<file path="src/rtl/param_pkg.sv">
// Shared data-bus geometry for the CPU-side dbus ports.
package param_pkg;
   parameter int DBUS_AW   = 32;
   parameter int DBUS_DW   = 32;
   parameter int DBUS_ISEL = 4;
endpackage

</file>
<file path="src/rtl/dbus_rr_arbiter.sv">
// Round-robin share of one dbus slave among NUM_MASTERS masters; slave sees req 1 cycle after a master, ack passes through combinationally.
// One transaction outstanding; later requests wait through BUSY and the 1-cycle RELEASE; watchdog pulses err_o on a silent slave.
module dbus_rr_arbiter #(
   parameter int NUM_MASTERS = 2,
   parameter int DBUS_AW     = param_pkg::DBUS_AW,
   parameter int DBUS_DW     = param_pkg::DBUS_DW,
   parameter int DBUS_ISEL   = param_pkg::DBUS_ISEL,
   parameter int TIMEOUT     = 256
) (
   input  logic                             clk,
   input  logic                             rst,
   input  logic [NUM_MASTERS-1:0]           req_m2dbiu_i,
   input  logic [NUM_MASTERS*DBUS_AW-1:0]   adr_m2dbiu_i,
   input  logic [NUM_MASTERS*DBUS_DW-1:0]   dat_m2dbiu_i,
   input  logic [NUM_MASTERS-1:0]           we_m2dbiu_i,
   input  logic [NUM_MASTERS*DBUS_ISEL-1:0] sel_m2dbiu_i,
   output logic [NUM_MASTERS-1:0]           ack_dbiu2m_o,
   output logic [DBUS_DW-1:0]               dat_dbiu2m_o,
   output logic                             req_m2dbiu_o,
   output logic [DBUS_AW-1:0]               adr_m2dbiu_o,
   output logic [DBUS_DW-1:0]               dat_m2dbiu_o,
   output logic                             we_m2dbiu_o,
   output logic [DBUS_ISEL-1:0]             sel_m2dbiu_o,
   input  logic                             ack_dbiu2m_i,
   input  logic [DBUS_DW-1:0]               dat_dbiu2m_i,
   output logic [$clog2(NUM_MASTERS)-1:0]   grant_o,
   output logic                             busy_o,
   output logic                             err_o
);
   localparam int GW = $clog2(NUM_MASTERS);
   localparam int CW = (TIMEOUT > 0) ? $clog2(TIMEOUT + 1) : 1;
   localparam logic [CW-1:0] TO_LAST = CW'((TIMEOUT > 0) ? TIMEOUT - 1 : 0);
   localparam logic [CW-1:0] TO_SAT  = CW'(TIMEOUT);

   typedef enum logic [1:0] {IDLE, BUSY, RELEASE} state_t;

   state_t        state, state_nxt;
   logic [GW-1:0] rr_ptr;
   logic [GW-1:0] pick;
   logic [GW-1:0] cand;
   logic          any_req;
   logic [CW-1:0] wd_cnt;

   function automatic logic [GW-1:0] wrap_add(input logic [GW-1:0] base, input int off);
      int s;
      s = int'(base) + off;
      if (s >= NUM_MASTERS) s = s - NUM_MASTERS;
      return GW'(s);
   endfunction

   // Scan downward so the requester closest to rr_ptr is written last and wins.
   always_comb begin
      any_req = 1'b0;
      pick    = '0;
      cand    = '0;
      for (int i = NUM_MASTERS - 1; i >= 0; i--) begin
         cand = wrap_add(rr_ptr, i);
         if (req_m2dbiu_i[cand]) begin
            any_req = 1'b1;
            pick    = cand;
         end
      end
   end

   always_ff @(posedge clk or posedge rst) begin
      if (rst) state <= IDLE;
      else     state <= state_nxt;
   end

   always_comb begin
      state_nxt    = state;
      req_m2dbiu_o = 1'b0;
      busy_o       = 1'b0;
      adr_m2dbiu_o = '0;
      dat_m2dbiu_o = '0;
      we_m2dbiu_o  = 1'b0;
      sel_m2dbiu_o = '0;
      ack_dbiu2m_o = '0;
      case (state)
         IDLE: if (any_req) state_nxt = BUSY;
         BUSY: begin
            req_m2dbiu_o = 1'b1;
            busy_o       = 1'b1;
            adr_m2dbiu_o = adr_m2dbiu_i[grant_o*DBUS_AW +: DBUS_AW];
            dat_m2dbiu_o = dat_m2dbiu_i[grant_o*DBUS_DW +: DBUS_DW];
            we_m2dbiu_o  = we_m2dbiu_i[grant_o];
            sel_m2dbiu_o = sel_m2dbiu_i[grant_o*DBUS_ISEL +: DBUS_ISEL];
            if (ack_dbiu2m_i) begin
               ack_dbiu2m_o[grant_o] = 1'b1;
               state_nxt             = RELEASE;
            end
         end
         RELEASE: state_nxt = IDLE;
         default: state_nxt = IDLE;
      endcase
   end

   assign dat_dbiu2m_o = dat_dbiu2m_i;

   // Counter saturates at TIMEOUT, so the TO_LAST match fires err_o once per transaction.
   always_ff @(posedge clk or posedge rst) begin
      if (rst) begin
         rr_ptr  <= '0;
         grant_o <= '0;
         wd_cnt  <= '0;
         err_o   <= 1'b0;
      end else begin
         err_o <= 1'b0;
         case (state)
            IDLE: if (any_req) begin
               grant_o <= pick;
               wd_cnt  <= '0;
            end
            BUSY: if (ack_dbiu2m_i) begin
               rr_ptr <= wrap_add(grant_o, 1);
            end else begin
               if (wd_cnt != TO_SAT) wd_cnt <= wd_cnt + 1'b1;
               if ((TIMEOUT > 0) && (wd_cnt == TO_LAST)) err_o <= 1'b1;
            end
            default: ;
         endcase
      end
   end
endmodule
</file>
<file path="config.mk">
export PLATFORM = sky130hd
export DESIGN_NAME = dbus_rr_arbiter
export DESIGN_NICKNAME = d
export VERILOG_FILES = /design/src/rtl/param_pkg.sv /design/src/rtl/dbus_rr_arbiter.sv
export SDC_FILE = /design/constraint.sdc
export NUM_CORES = 1
export LEC_CHECK = 0
export CORE_AREA = 2 2 111 113
export CTS_CLUSTER_SIZE = 30
export DETAILED_ROUTE_END_ITERATION = 7
export DIE_AREA = 0 0 113 115
export PLACE_DENSITY = 0.57
export SYNTH_ARGS = -nofsm -noshare
export SYNTH_HDL_FRONTEND = slang
export SYNTH_SLANG_ARGS = --single-unit
</file>
<file path="constraint.sdc">
create_clock -name clk -period 2.1 [get_ports clk]
set_input_delay 0.63 -clock clk [delete_from_list [all_inputs] [get_ports clk]]
set_output_delay 0.63 -clock clk [all_outputs]
set_load 0.05 [all_outputs]
</file>
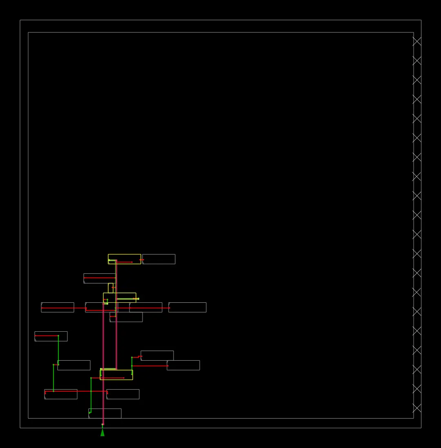
Run 1: the clock network
num sequential: 14
Clock Sinks: 14
clk_skew: 0.000894 ns

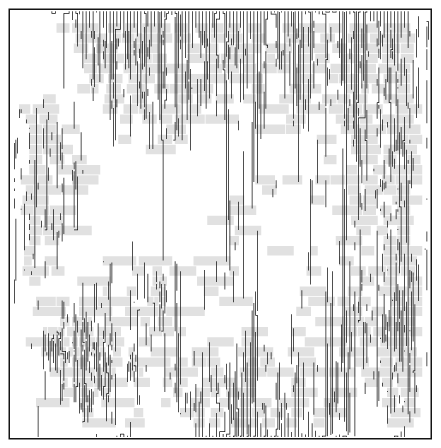
Run 1: signal wires on met2
share of all routed wire: 53%
nets with wire on the layer: 574
longest straight run: 62.7 µm
GR Layer Usage met2: 25.2%
total number of vias: 2690
Routed WL: 11000 µm

==> notes.md, run 1 <==
This note records the results obtained with Yosys and OpenROAD.

Final timing
The upper clock frequency limit is 454 MHz. For the finished layout, the period the worst path requires is 2.20 ns. After layout, the worst path uses 105% of the clock period. Setup slack on the critical path of the routed design comes to -0.101 ns. The pin closest to its max-slew limit shows a slew of 0.596 ns.

Setup violations remaining at the end of the flow were counted as 64. Per the slew report, the remaining headroom to the max-slew limit stands at 60.2%. The final-report hold violation count is 0. Setup repair after global routing could not meet its margin everywhere. Max-slew check failures listed in the final report amount to 0. Setup total negative slack on the finished layout was measured at -3.09 ns.

Layout
In the final layout, the fill cell count is 1090. Per the cell usage report, the commonest logic cells after layout are 118 x sky130_fd_sc_hd__clkdlybuf4s50_1, 53 x sky130_fd_sc_hd__nor2_4, 32 x sky130_fd_sc_hd__buf_12. The net count of the finished layout is 646.

Cells fill 49.3% of the core in the end. The flow measured a signed area growth from synthesis to layout of 189%. Per the final layout report, the fraction of cells sized above drive strength 1 comes to 51.8%. The number of antenna repair diodes is 0. The leading cell type in the layout, fill and taps excluded is sky130_fd_sc_hd__clkdlybuf4s50_1.

Worst setup path
STA classifies the critical path endpoint as an output pin. The worst reg-to-reg path cell count is 7. The worst path required time is 1.47 ns.

Among cell families on the critical path, the largest total delay comes from simple AND/OR/NAND/NOR gates. The biggest cell delay along the critical path is 0.38 ns. The script reports the combined buffer and inverter count of the critical path as 2. The launching element of the worst setup path is state[1]. The critical path class is flop to output pin. Per the OpenROAD timing report, the critical path contains 4 cells. The critical path goes through or2b_4 > clkbuf_16 > nor2_2 > buf_6. The worst register-to-register path begins at wd_cnt[0].

The highest fanout seen on the critical path is 15. Data on the critical path arrives at its endpoint at 1.57 ns. The category of the worst setup path launch point is a flop. The timing report shows that the slowest cell on the worst path is sky130_fd_sc_hd__dfrtp_1.

Flow run
Summing over the stages, the warning tally comes to 30. The tool flagged a number of max-cap violations equal to 0.

Routing
The average wire length per cell after detail routing is 18.0 µm. The number of detailed-routing iterations run before antenna repair is 6. The first routing iteration left 94 violations. The detail-routed via count per cell is 4.38. The count of nets left with antenna violations after detail routing is 0. The routed layout reports a DRC error count of 20.

Pwr
The maximum vdd drop is 0.503 mV. The static leakage power is 2.28 nW. The power per cell area is 1280 nW/µm². The post-route total power is 7.44 mW.

Die
According to the floorplan report, the placeable core area is 11800 µm². The count of boundary I/O pins is 282. In this run the horizontal extent of the chip is 113 µm. In the floorplan report the effective utilization is 17.1%. The number of placement rows is 40. The chip occupies 13000 µm².

From bottom edge to top edge, the die measures 115 µm.

Synth
The biggest area contributor in the post-synthesis netlist is sky130_fd_sc_hd__mux2i_1. The register bit total from synthesis is 14. The synthesized netlist has a Yosys-reported chip area of 2020 µm². After synthesis, the share of flip-flops with an asynchronous set or reset is 100%.

The area share of the largest cell type after synthesis is 35.2%. The number of nets at floorplan is 441. The mean post-synth cell area is 7.67 µm². Looking at the cell usage after synthesis, the top flip-flop cell is sky130_fd_sc_hd__dfrtp_1. The number of enable flip-flop cells is 0.

Before any placement, the netlist area is recorded as 2020 µm². Summing the sequential cell areas from Yosys gives 17.4% of the chip area. The main area contributors are sky130_fd_sc_hd__mux2i_1 35%, sky130_fd_sc_hd__dfrtp_1 17%, sky130_fd_sc_hd__nor2_1 14%. After synthesis, the most frequently instantiated cells are 75 x sky130_fd_sc_hd__nor2_1, 71 x sky130_fd_sc_hd__mux2i_1, 33 x sky130_fd_sc_hd__buf_4. The most common cell in the synthesized netlist is sky130_fd_sc_hd__nor2_1. The instance count of the mapped netlist is 263. The synthesized netlist was found by Yosys to have 263 cells.

The number of distinct library cell variants in the gate-level netlist after synthesis is 33.

Placed design
Once detailed placement completed, the half-perimeter wirelength came to 7980 µm. The count of port buffers added during placement is 217. Logged for this run, the post-placement worst setup slack is -0.238 ns. The weighted congestion at the end of routability-driven global placement is 0.782. Once placement finished, the instance area stood at 4760 µm².

Clock network
CTS built an H-tree with a depth of 1. The later pin in the worst-skew pair is clocked with a latency of 0.25 ns. The timing report gives the clock slew at the launch and capture registers of the worst setup and hold paths as 0.05 ns. The number of buffers on the longest clock path is 2. The number of buffers inserted during clock tree synthesis is 3. The root buffer cell is sky130_fd_sc_hd__clkbuf_16.

The number of hold buffers added after CTS is 0. TritonCTS built the clock tree.

Status
The run finished, with violations left. The final reports fail on DRC, setup timing.

Worst hold path
The startpoint identified for the worst hold timing path is rr_ptr. The tightest min-delay check is of the flop to flop type. Hold analysis shows the worst path with a depth of 2.

GRT
The overall track demand over capacity in global routing is 14.2%. The via count of the first global-routing pass is 2651. The overflow left after global routing is 0. The number of antenna violations at the first check in global routing is 0. The first global-routing pass estimated 14800 µm of wire. The maximum number of pins on one net before global-route repair is 31.
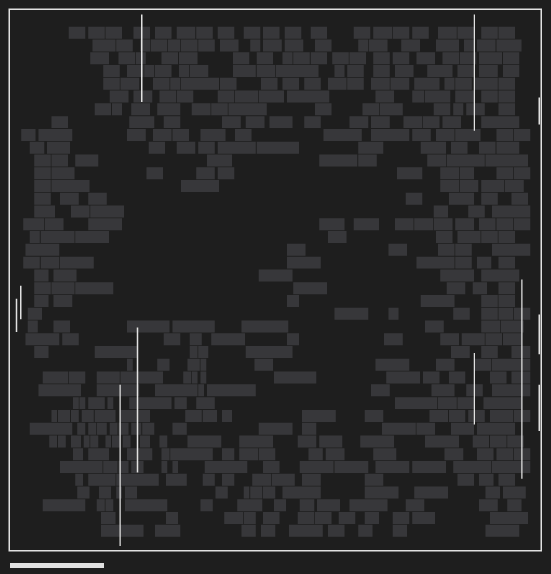
Run 1: signal wires on met4
The bar under the picture is 20 µm long.
nets with wire on the layer: 11
main direction: vertical

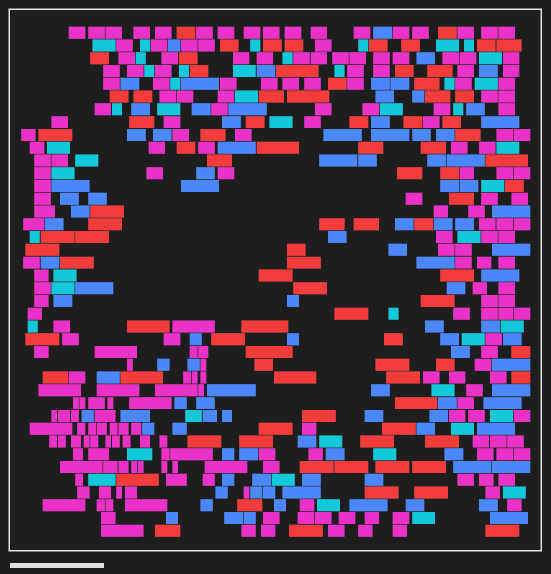
Run 1: cell sizes after repair
The bar under the picture is 20 µm long.
legend:
  red:
    size: _6 and larger
    cells: 91
    share: 19%
  magenta:
    size: _0 and _1 cells
    cells: 225
    share: 48%
  blue:
    size: _3 and _4 cells
    cells: 104
    share: 22%
  cyan:
    size: _2 cells
    cells: 47
    share: 10%
design area: 5830 µm²
post-layout worst setup margin: -0.101 ns

-- run 1: per-stage QoR --
| stage | cells | hold slack [ns] |
|---|---|---|
| finish | 614 | 0.524 |
| global route | 614 | 0.545 |
| CTS | 599 | 0.535 |
| detailed placement | 594 | 0.527 |
| global placement | 594 | 0.497 |
| floorplan | 263 | 0.466 |
-- run 1: timing repair --
action                     CTS  global route
buffers inserted             2             9
setup endpoints to repair   71            71
gates cloned                 1             7
gates resized              100            98
pin swaps                   10             6
-- run 1: worst reg2reg max path, cell delays in order (launching register included) --
cell and delay (ns):
sky130_fd_sc_hd__dfrtp_1 0.41, sky130_fd_sc_hd__ha_1 0.30, sky130_fd_sc_hd__nand4_1 0.16, sky130_fd_sc_hd__nor2_1 0.15
sky130_fd_sc_hd__ha_1 0.23, sky130_fd_sc_hd__nor2_1 0.11, sky130_fd_sc_hd__nand3_1 0.08, sky130_fd_sc_hd__o21ai_1 0.07
-- run 1: kinds of logic (layout without fill, tap and decap cells) --
kind of cell / Yosys count / count (layout) / synth area share, %
AOI/OAI and AO/OA: 20 / 20 / 6.63
DFF: 14 / 14 / 17.4
adders and majority gates: 3 / 3 / 1.86
buffers and inverters: 55 / 259 / 17.1
and+or+nand+nor: 100 / 100 / 21.8
muxes: 71 / 71 / 35.2
-- run 1: power by group --
group / leakage (nW) / switching (mW) / internal (mW) / total (mW)
Sequential: 0.184 / 0.0575 / 0.327 / 0.385
Clock: 0.0382 / 0.115 / 0.257 / 0.372
Combinational: 2.06 / 3.56 / 3.13 / 6.69
Total: 2.28 / 3.73 / 3.71 / 7.44
-- run 1: state kept, by name, indices dropped and copies added, names as in the netlist --
signal and cells:
wd_cnt 9, state 2, err_o 1, grant_o 1, rr_ptr 1
-- run 1: worst paths after layout --
kind,slack [ns],end
setup / recovery,-0.10,adr_m2dbiu_o[6]
hold / removal,0.52,rr_ptr
setup reg to reg,0.53,wd_cnt[8]
min in group asynchronous,0.77,wd_cnt[6]
max in group asynchronous,0.89,grant_o
hold reg to reg,0.52,rr_ptr
-- run 1: area by class of cell --
cell class | count | area (µm²) | area share (%)
Tap cell | 147 | 184 | 3.16
Multi-Input combinational cell | 194 | 2180 | 37.5
Clock buffer | 4 | 78.8 | 1.35
Inverter | 6 | 30.0 | 0.515
Timing Repair Buffer | 249 | 3000 | 51.4
Sequential cell | 14 | 354 | 6.08
-- run 1: routing by layer --
layer / vias up / part of all wire, % / track usage, %
li1: 1281 / - / -
met3: 23 / 7.7 / 2.11
met5: - / 0 / 0
met4: 0 / 1.8 / 3.66
met1: 1263 / 38 / 18.1
met2: 123 / 53 / 25.2
Run 1, wiring by layer:
Two of the layers only.
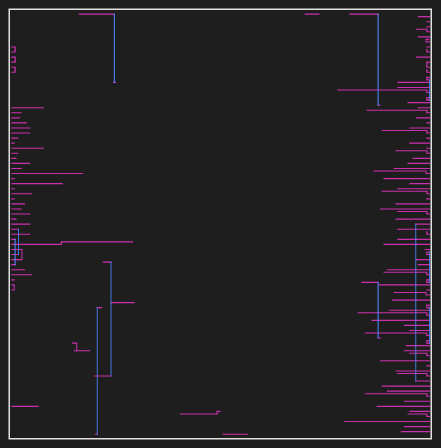

## Run 2: what changed since run 1
- CELL_PAD_IN_SITES_DETAIL_PLACEMENT: unset -> 0
- CELL_PAD_IN_SITES_GLOBAL_PLACEMENT: unset -> 1
- CORE_AREA: 2 2 111 113 -> unset
- CORE_UTILIZATION: unset -> 15
- DIE_AREA: 0 0 113 115 -> unset
- PLACE_DENSITY: 0.57 -> 0.79
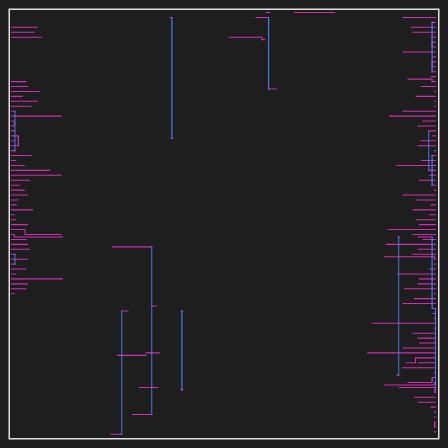
Run 2: wiring by layer
Two of the layers only.
legend:
  blue:
    layer: metal 4
    wire_length: 282 µm
  magenta:
    layer: metal 3
    wire_length: 691 µm
total global routing track utilization: 12.8%
total number of vias: 2693

==> notes.md, run 2 <==
This note records the results obtained with Yosys and OpenROAD.

Status
The flow ran to the end, but the final reports show violations. The final reports fail on setup timing.

Synth
The chip area line of the yosys report is 2020 µm² (unchanged). The number of enable flip-flop cells is 0 (unchanged). Ranked by instance count, the synthesized netlist is headed by 75 x sky130_fd_sc_hd__nor2_1, 71 x sky130_fd_sc_hd__mux2i_1, 33 x sky130_fd_sc_hd__buf_4. The mean post-synth cell area is 7.67 µm² (unchanged). The instance count of the mapped netlist came to 263 (unchanged). The area share of the largest cell type after synthesis is 35.2% (unchanged). The number of distinct library cell variants in the gate-level netlist after synthesis was 33 (unchanged). The share of flip-flops with an asynchronous set or reset after synthesis is 100% (unchanged). Sorting the synthesized cells by area gives the leading types as sky130_fd_sc_hd__mux2i_1 35%, sky130_fd_sc_hd__dfrtp_1 17%, sky130_fd_sc_hd__nor2_1 14%. The register bit total from synthesis is 14 (unchanged).

The most common cell in the synthesized netlist is sky130_fd_sc_hd__nor2_1. The yosys cell count came to 263 (unchanged). The portion of the post-synthesis area used by sequential elements is 17.4% (unchanged). Among all flip-flop cells after synthesis, the most frequent one is sky130_fd_sc_hd__dfrtp_1.

The number of nets at floorplan is 441 (unchanged). The netlist area before placement came to 2020 µm² (unchanged). The largest total area in the synthesized netlist belongs to sky130_fd_sc_hd__mux2i_1.

GRT
The first-pass GRT wire length is 14200 µm (-3.7%). The via count of the first global-routing pass was 2735 (+3.2%). The maximum number of pins on one net before global-route repair is 34 (+9.7%). The number of antenna violations at the first check in global routing is 0 (unchanged). The overflow left after global routing is 0 (unchanged).

Pwr
The static leakage power came to 2.28 nW (-0.14%). The maximum vdd drop is 0.568 mV (+13%). The post-route total power is 7.11 mW (-4.5%). The power per cell area was 1230 nW/µm² (-3.8%).

Clock network
The total number of H-tree levels is 1 (unchanged). The number of buffers inserted during clock tree synthesis came to 3 (unchanged). The insertion delay of the later-clocked pin in the worst-skew pair is 0.25 ns (about the same). Clock tree synthesis selected as its root buffer the cell sky130_fd_sc_hd__clkbuf_16. The total clock sinks came to 14 (unchanged). The number of hold buffers added after CTS is 0 (unchanged). The clock tree from TritonCTS is done. The number of buffers on the longest clock path is 2 (unchanged). The clock-pin slew of the registers on the worst-case setup and hold paths is 0.05 ns (about the same).

Worst setup path
The kind of cell with the highest combined delay along the critical path is simple AND/OR/NAND/NOR gates. The largest individual stage delay along the critical path comes from the cell sky130_fd_sc_hd__dfrtp_1. The worst path required time came to 1.47 ns (about the same). The startpoint of the worst register-to-register path is state[1]. The cell count along the critical path came to 4 (unchanged). The worst setup path is captured at an output pin. The highest fanout seen on the critical path is 33 (+18).

For reference, the critical path cell chain is or2b_4 > buf_12 > nor2_2 > buf_12. The critical path class is flop to output pin. The worst endpoint data arrival time came to 1.55 ns (-0.02 ns). The biggest cell delay along the critical path is 0.38 ns (about the same).

The most critical setup path has its startpoint at state[1]. The number of buffer and inverter instances along the worst setup path came to 2 (unchanged). The worst reg-to-reg path cell count is 7 (unchanged). The category of the worst setup path launch point is a flop.

Layout
Compared with the post-synthesis result, the final layout area differs by 187%. The largest registers in the layout are wd_cnt (9), state (2). The utilization after layout was 43.9% (-5.5 points). The count of nets after finishing was 644 (-0.31%). The most common logic cells in the final layout are 130 x sky130_fd_sc_hd__clkdlybuf4s50_1, 63 x sky130_fd_sc_hd__nor2_4, 43 x sky130_fd_sc_hd__buf_12. The leading cell type in the layout, fill and taps excluded is sky130_fd_sc_hd__clkdlybuf4s50_1. The fraction of final layout cells sized beyond drive strength 1 is 49.9% (-1.9 points). The total of fill cells in the finished design came to 1222 (+12%).

The number of flip-flops under the largest register name is 9 (unchanged). wd_cnt holds more flip-flops than any other register. The flip-flop and latch area came to 354 µm² (unchanged). The total area of multi-input combinational cells is 2060 µm² (-5.6%).

Routing
The count of nets left with antenna violations after detail routing is 0 (unchanged). The number of detailed-routing iterations run before antenna repair is 5 (-1). The average wire length per cell after detail routing is 15.2 µm (-16%).

The violation count after the first detailed-routing iteration is 63 (-33%). The detail-routed via count per cell is 4.19 (-4.3%). The DRC violation count after routing was 0 (-100%).

Final timing
Setup repair after global routing could not meet its margin everywhere. The least setup slack across all paths after layout was -0.0849 ns (+0.0156 ns). The worst clock skew is 0.00380 ns (+0.00291 ns). The headroom to the max-slew limit is 63.5% (+3.3 points). The worst-margin pin slew is 0.547 ns (-0.0488 ns). The post-route clock period utilization is 104% (-0.74 points). The final critical delay including setup and external delays is 2.18 ns (-0.0156 ns). The final-report hold violation count came to 0 (unchanged). The upper clock frequency limit is 458 MHz (+0.72%). The post-route setup TNS came to -3.45 ns (-0.359 ns). The final number of max-transition violations is 0 (unchanged).

The count of endpoints failing setup in the final report came to 70 (+9.4%).

Flow run
The warning total across the stage logs is 30 (unchanged). The max capacitance violation total came to 0 (unchanged).

Worst hold path
The class of the most critical hold timing path is flop to flop. The cell count of the worst hold path came to 2 (unchanged). The source of the worst hold timing path is rr_ptr.

Die
The overall die area came to 13900 µm² (+7.1%). The total core area is 13200 µm² (+12%). The die boundary height is 118 µm (+2.6%).

The floorplan-stage core utilization came to 15.3% (-1.8 points). The number of placement rows is 42 (+5.0%). The count of boundary I/O pins is 282 (unchanged). The die width was 118 µm (+4.4%).

Placed design
The weighted congestion at the end of routability-driven global placement is 0.846 (+8.1%). The detailed placement HPWL is 7440 µm (-6.7%). The count of port buffers added during placement is 217 (unchanged).
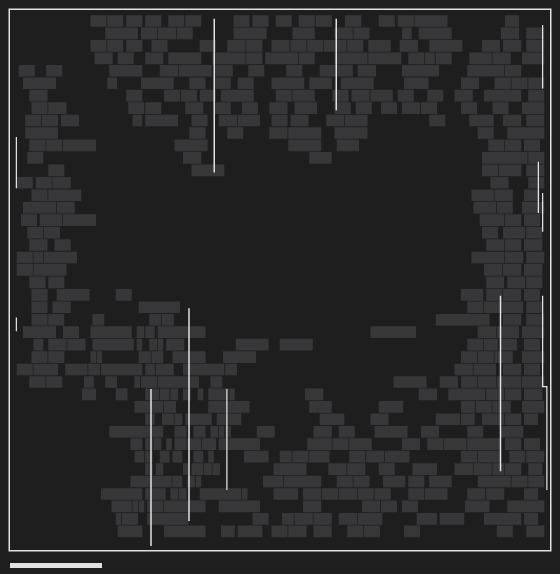
Run 2: signal wires on met4
The bar under the picture is 20 µm long.
main direction: vertical
longest straight run: 46.2 µm
share of all routed wire: 2.9%
Routed WL: 9730 µm

-- run 2: final timing paths --
kind | end | slack, ns
worst max-delay path | dat_m2dbiu_o[29] | -0.08
worst min-delay path | rr_ptr | 0.50
worst max register to register | wd_cnt[2] | 0.52
worst min register to register | rr_ptr | 0.50
max in group asynchronous | grant_o | 0.95
min in group asynchronous | wd_cnt[3] | 0.74
-- run 2: worst reg2reg max path, delay by kind of cell, from the launching register on --
family                 cells  cell delay [ns]
AOI/OAI and AO/OA          1             0.17
and+or+nand+nor            2             0.42
buffers and inverters      4             0.51
DFF                        1             0.38
-- run 2: where the power goes --
part           switching [mW]  leakage, nW  internal, mW
logic                    3.39         2.06          2.95
registers              0.0699        0.184         0.328
clock network           0.113       0.0382         0.257
total                    3.58         2.28          3.53
-- run 2: metal layers --
| metal | track usage (%) | routed length (µm) |
|---|---|---|
| met4 | 5.29 | 282 |
| met1 | 13.8 | 3500 |
| met5 | 0 | 0 |
| met2 | 24.1 | 5260 |
| met3 | 2.57 | 690 |
-- run 2: kinds of logic (layout without fill, tap and decap cells) --
kind of cell	after synthesis	in the layout	share of synthesized area [%]
adder cells (fa/ha/maj)	3	3	1.86
AND-OR/OR-AND	20	20	6.63
other	0	1	0
AND/OR/NAND/NOR	100	100	21.8
flip-flops	14	14	17.4
multiplexers	71	71	35.2
buffers and inverters	55	257	17.1
-- run 2: layout make-up --
cell class	count	share of cell area (%)
Timing Repair Buffer	247	52.5
Multi-Input combinational cell	194	35.7
Sequential cell	14	6.12
Tap cell	176	3.81
Clock buffer	4	1.36
Inverter	6	0.519
Antenna cell	1	0.0432
-- run 2: timing repair --
item | in CTS | in global routing
endpoints found under the setup margin | 71 | 73
cloned | 2 | 0
hold endpoints to repair | 0 | 0
pin swaps | 26 | 3
setup buffers | 5 | 3
gates resized | 118 | 49
-- run 2: through the flow --
stage | setup WS (ns) | instance area, µm² | cells | hold WS (ns)
finish | -0.0849 | 5790 | 642 | 0.501
global placement | -0.242 | 4940 | 627 | 0.494
floorplan | -0.348 | 2380 | 263 | 0.466
detailed placement | -0.233 | 4940 | 627 | 0.494
global route | -0.140 | 5780 | 641 | 0.556
CTS | -0.0695 | 5540 | 638 | 0.505
Power and IR drop assume default switching activity.
